### config.mk
export PLATFORM = sky130hd
export DESIGN_NAME = dec_to_bin
export DESIGN_NICKNAME = d
export VERILOG_FILES = /design/src/rtl/dec_to_bin_pkg.sv /design/src/rtl/bcd_digit_chk.sv /design/src/rtl/dec_to_bin.sv
export SDC_FILE = /design/constraint.sdc
export NUM_CORES = 1
export LEC_CHECK = 0
export CAP_MARGIN = 20
export CELL_PAD_IN_SITES_DETAIL_PLACEMENT = 0
export CELL_PAD_IN_SITES_GLOBAL_PLACEMENT = 1
export CORE_UTILIZATION = 30
export CTS_CLUSTER_SIZE = 10
export DETAILED_ROUTE_END_ITERATION = 8
export PLACE_DENSITY = 0.81
export SLEW_MARGIN = 20
export SYNTH_ARGS = -nofsm -noshare
export SYNTH_HDL_FRONTEND = slang
export SYNTH_SLANG_ARGS = --single-unit
### constraint.sdc
create_clock -name clk -period 1.5 [get_ports clk]
set_input_delay 0.3 -clock clk [delete_from_list [all_inputs] [get_ports clk]]
set_output_delay 0.3 -clock clk [all_outputs]
set_load 0.05 [all_outputs]
### src/rtl/dec_to_bin_pkg.sv
// dec_to_bin_pkg: shared widths, limits and types for the BCD-to-binary converter.
//   DIGIT_W      - width of one BCD digit
//   BCD_MAX      - largest legal BCD code
//   ERR_CNT_W    - width of the saturating illegal-digit counter
//   bcd_digit_t  - one BCD digit / its 4-bit binary value
//   BCD_SAT_VAL  - value substituted for illegal codes in the clamping build
package dec_to_bin_pkg;

  localparam int unsigned DIGIT_W   = 4;
  localparam int unsigned ERR_CNT_W = 8;

  typedef logic [DIGIT_W-1:0] bcd_digit_t;

  localparam bcd_digit_t BCD_MAX     = 4'd9;
  localparam bcd_digit_t BCD_SAT_VAL = 4'd9;

  localparam logic [ERR_CNT_W-1:0] ERR_CNT_MAX = '1;

  function automatic logic bcd_is_legal(input bcd_digit_t digit);
    return digit <= BCD_MAX;
  endfunction

endpackage

### src/rtl/bcd_digit_chk.sv
// bcd_digit_chk: combinational legality check and value mapping for one BCD digit.
//   digit_i - BCD code to examine
//   legal_o - 1 when digit_i is in 0..9
//   value_o - binary value of a legal digit; the substitute value for an illegal one
// Build option: DEC_TO_BIN_SAT_EN defined -> illegal codes map to BCD_SAT_VAL (9),
//               otherwise illegal codes map to 0.
module bcd_digit_chk
  import dec_to_bin_pkg::*;
(
  input  bcd_digit_t digit_i,
  output logic       legal_o,
  output bcd_digit_t value_o
);

`ifdef DEC_TO_BIN_SAT_EN
  localparam bcd_digit_t IllegalVal = BCD_SAT_VAL;
`else
  localparam bcd_digit_t IllegalVal = '0;
`endif

  always_comb begin
    legal_o = bcd_is_legal(digit_i);
    value_o = legal_o ? digit_i : IllegalVal;
  end

endmodule

### src/rtl/dec_to_bin.sv
// dec_to_bin: registered single-digit BCD to 4-bit binary converter, 1-cycle latency.
//   clk       - rising-edge clock
//   rst_n     - asynchronous active-low reset
//   valid_in  - decimal is valid this cycle
//   decimal   - BCD digit, legal range 0..9
//   valid_out - binary/err are valid this cycle
//   binary    - unsigned binary value of the sampled digit
//   err       - sampled digit was an illegal code (>9)
//   err_cnt   - saturating count of accepted illegal digits since reset
// Build option: DEC_TO_BIN_SAT_EN clamps illegal codes to 9 instead of 0 (see bcd_digit_chk).
module dec_to_bin
  import dec_to_bin_pkg::*;
(
  input  logic                 clk,
  input  logic                 rst_n,
  input  logic                 valid_in,
  input  logic [DIGIT_W-1:0]   decimal,
  output logic                 valid_out,
  output logic [DIGIT_W-1:0]   binary,
  output logic                 err,
  output logic [ERR_CNT_W-1:0] err_cnt
);

  logic       chk_legal;
  bcd_digit_t chk_value;

  logic                 valid_d, valid_q;
  bcd_digit_t           binary_d, binary_q;
  logic                 err_d, err_q;
  logic [ERR_CNT_W-1:0] err_cnt_d, err_cnt_q;

  bcd_digit_chk u_chk (
    .digit_i (decimal),
    .legal_o (chk_legal),
    .value_o (chk_value)
  );

  always_comb begin
    valid_d   = valid_in;
    binary_d  = binary_q;
    err_d     = err_q;
    err_cnt_d = err_cnt_q;
    // decimal is only looked at when valid_in is high, so X on an idle bus never propagates.
    if (valid_in) begin
      binary_d = chk_value;
      err_d    = ~chk_legal;
      if (!chk_legal && (err_cnt_q != ERR_CNT_MAX)) begin
        err_cnt_d = err_cnt_q + {{(ERR_CNT_W-1){1'b0}}, 1'b1};
      end
    end
  end

  always_ff @(posedge clk or negedge rst_n) begin
    if (!rst_n) begin
      valid_q   <= 1'b0;
      binary_q  <= '0;
      err_q     <= 1'b0;
      err_cnt_q <= '0;
    end else begin
      valid_q   <= valid_d;
      binary_q  <= binary_d;
      err_q     <= err_d;
      err_cnt_q <= err_cnt_d;
    end
  end

  assign valid_out = valid_q;
  assign binary    = binary_q;
  assign err       = err_q;
  assign err_cnt   = err_cnt_q;

endmodule

clock_nets.png
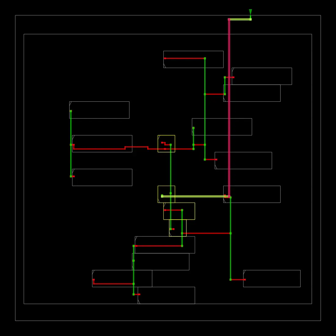
Clk power: 0.265 mW
Late-Pin Clk Latency: 270 ps
CTS Buf Count: 3
Flop Count: 14

ff_map.png
Scale bar: 10 um. Other sequential cells in the stronger gray, the rest of the logic in the fainter gray.
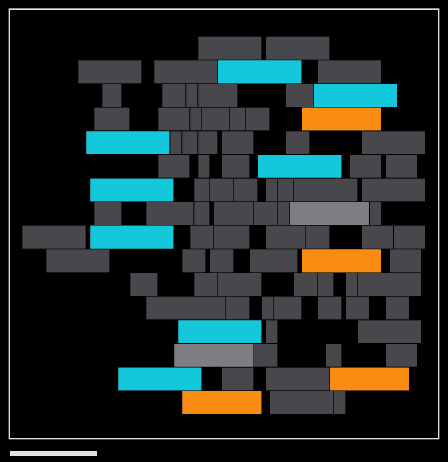
cyan -> err_cnt  # sequential cells 8
orange -> binary  # sequential cells 4
not colored = 2

==> results_slide.txt <==
Synthesis and Place & Route Summary

Routing
  • DRC Markers: 0
  • Initial drt markers: 8
  • First-pass iteration count of the detailed router: 4
  • Via density per instance: 4.684
  • Final ANT Viol Nets: 0

Worst setup path
  • Reg2reg path depth: 4
  • RR Startpoint: err_cnt[1]$_DFFE_PN0P_
  • Worst Path Max Fanout: 5
  • Worst Path Buf+Inv: 1
  • Worst reg-to-reg setup slack: 110 ps
  • Critical Path End Type: register
  • Critical path arrival: 1570 ps
  • Critical path startpoint category: primary input
  • Worst path max stage delay: 570 ps
  • CP max-delay cell: clkdlybuf4s50_1
  • Crit-path cells: clkdlybuf4s50_1 -> o2111ai_2 -> nor3_2 -> mux2_1
  • Reg2Reg Capture Point: err_cnt[1]$_DFFE_PN0P_
  • Worst EP required: 1660 ps
  • Worst Setup Path Type: in -> reg
  • CP delay by family, top: buffers and inverters

Power
  • Power per Cell Area: 1652 nW/um^2
  • P_leak: 0.5144 nW
  • Tot Pwr: 1.937 mW
  • Peak supply drop: 1319 uV

Placed design
  • Dpl hpwl: 1127 um
  • GP Congestion: 0.7191
  • IO buf count: 20

Worst hold path
  • HP Class: in -> async

Global routing
  • Initial antenna violation count: 0
  • Vias in the first global route: 567
  • First-pass GRT wire length: 2490 um
  • Total gr overflow: 0
  • Largest net degree at the start of global routing: 15

Final timing
  • Setup TNS Final: 0 ps
  • Final slew viol count: 0
  • Final period util: 93.94%
  • Layout Skew: 4.461 ps
  • Worst-Margin Slew: 279.4 ps
  • Final setup vio count: 0
  • Fin. Hold Viols: 0
  • Fmax: 709.7 MHz
  • WHS: 334.7 ps
  • Slew HR: 81.21%
  • Tmin final: 1409 ps
  • Setup repair after global routing missed its margin: no

Synthesis
  • Synth Cell Area: 670.6 um^2
  • Ys Warns: 0
  • Syn nets: 65
  • Biggest area cells: dfrtp_1 (52%), mux2i_1 (4.5%), xor2_1 (3.9%)
  • Area leader, netlist: dfrtp_1
  • Mapped Avg Cell Area: 11.77 um^2
  • Ys cells: 57
  • Yosys chip area: 670.6 um^2
  • Synth flops: 14
  • Cells after synthesis: 57
  • Register area share after synthesis: 52.24%
  • Distinct cells, synth: 28
  • Top area contributor share: 52.24%

Outcome
  • Outcome: finished, final reports clean

Cells and area
  • Share of cells above drive strength 1: 48.89%
  • Most instantiated logic cells after routing: buf_12 (14), buf_4 (10), dfrtp_2 (8)
  • Inserted Diodes: 0
  • P&R area growth vs syn: 74.81%
  • # nets final: 99
  • Fill cells: 162
  • Most numerous logic cell after layout: buf_12

Floorplanning
  • Core area: 2022 um^2
  • FP Rows: 16
  • Chip footprint: 2429 um^2
  • Die Y: 49.28 um
  • Boundary Pins: 21
  • Starting Density: 33.17%
  • Die Wd: 49.28 um

Clock tree
  • CTS root buf: clkbuf_4
  • # hold bufs at CTS: 0
  • Post-CTS sizing: 0
  • Clock Pin Slew Worst Setup and Hold Paths: 90 ps
  • TritonCTS clock tree: yes
  • CTS H-Tree Depth: 1
  • Longest Clk Path Bufs: 2
  • TritonCTS Sinks: 14
  • Post-CTS setup buffers: 0

Run
  • Tool warnings: 26
  • Number of max-cap violations: 0
route_heat.png
10 x 10 tiles, from dark purple (low) to yellow (high), scaled to the fullest tile. Values are wire area over tile area, all layers added.
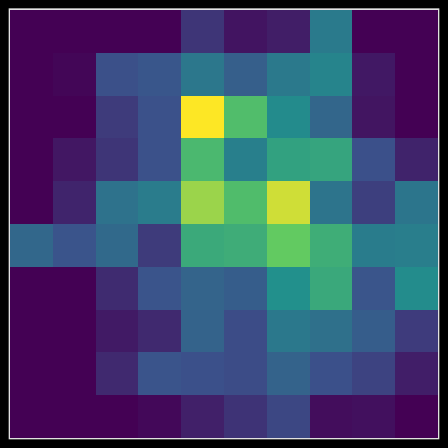
fullest tile = 0.37
tiles over half the peak = 13%
emptiest ninth of the die = lower left
Post-Route WL: 1430 um
Vias: 548
WL per Instance: 12.22 um
total track usage: 13.96%

layers.png
Only two layers are drawn.
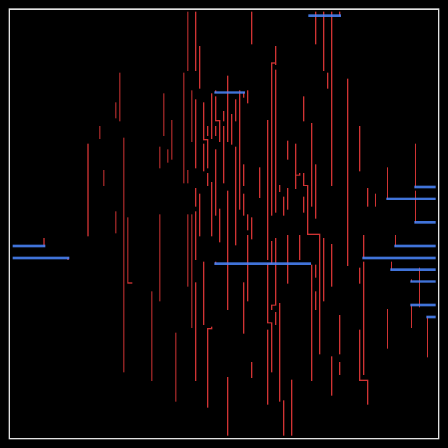
red -> M2  # wire length 678 um
blue -> M3  # wire length 60.6 um

final cells by class:
type | count | area, um^2 | area share [%]
Clock buffer | 4 | 36.28 | 3.095
Inverter | 6 | 22.52 | 1.921
Multi-Input combinational cell | 36 | 304.0 | 25.93
Sequential cell | 14 | 360.3 | 30.74
Tap cell | 27 | 33.78 | 2.882
Timing Repair Buffer | 30 | 415.4 | 35.43
registers in the layout, summed over array words and instances, names as in the netlist:
name / cells
valid_out: 1
err_cnt: 8
binary: 4
err: 1
power by group:
part	switching, mW	internal [mW]	total, mW	leakage, nW
Combinational	0.536	0.533	1.07	0.330
Sequential	0.121	0.481	0.603	0.164
Clock	0.118	0.147	0.265	0.0210
Total	0.775	1.16	1.94	0.514
kinds of logic (layout without fill, tap and decap cells):
family / Yosys count / count (layout) / share of synthesized area [%]
fa+ha+maj: 1 / 1 / 1.865
simple gates: 15 / 15 / 13.99
compound gates: 11 / 11 / 13.25
flops: 14 / 14 / 52.24
xor+xnor: 4 / 4 / 5.225
buf+inv: 7 / 40 / 5.037
mux: 5 / 5 / 8.395
metal layers:
metal | GRT usage [%] | part of all wire, %
met1 | 17.32 | 46
met2 | 22.37 | 47
met3 | 2.181 | 4.2
met4 | 8.824 | 2.0
met5 | 0 | 0
cell usage after synthesis, drive strengths merged:
master / number
xnor2: 1
mux2: 2
o32ai: 1
o211ai: 1
nand3b: 2
nand2b: 1
ha: 1
nor3: 2
o21ai: 3
nand2: 4
xor2: 3
nor2: 1
dfrtp: 14
a211oi: 2
and4: 1
o2111ai: 1
a21o: 1
nand4: 1
a21oi: 2
nand3: 1
mux2i: 3
nor4: 1
inv: 6
buf: 1
and3: 1
through the flow:
| stage | area, um^2 | utilization [%] | worst slack, ps | cells |
|---|---|---|---|---|
| after global placement | 1136 | 56.19 | -205.2 | 113 |
| after detailed placement | 1136 | 56.19 | -207.9 | 113 |
| after CTS | 1172 | 57.98 | 84.52 | 117 |
| after global routing | 1172 | 57.98 | 16.28 | 117 |
| final | 1172 | 57.98 | 90.95 | 117 |
| after floorplan | 698.2 | - | 0.9380 | 57 |
worst reg2reg max path, cell delays in order (launching register included):
cell and delay [ps]:
dfrtp_2 430, ha_4 170, and3_4 190, a21o_1 190, mux2_4 300
how the worst max path moves through the flow:
| stage | start | endpoint | slack, ps | depth (start not counted) |
|---|---|---|---|---|
| 3_3_place_gp | decimal[3] | err_cnt[6]$_DFFE_PN0P_ | -210 | 4 |
| 2_1_floorplan | err_cnt[0]$_DFFE_PN0P_ | err_cnt[1]$_DFFE_PN0P_ | 0.9 | 4 |
| 5_1_grt | decimal[3] | err_cnt[3]$_DFFE_PN0P_ | 20 | 5 |
| 6_report | decimal[3] | err_cnt[6]$_DFFE_PN0P_ | 90 | 4 |
| 3_5_place_dp | decimal[3] | err_cnt[6]$_DFFE_PN0P_ | -210 | 4 |
| 4_1_cts | decimal[3] | err_cnt[6]$_DFFE_PN0P_ | 80 | 4 |
Power and IR drop assume default switching activity.
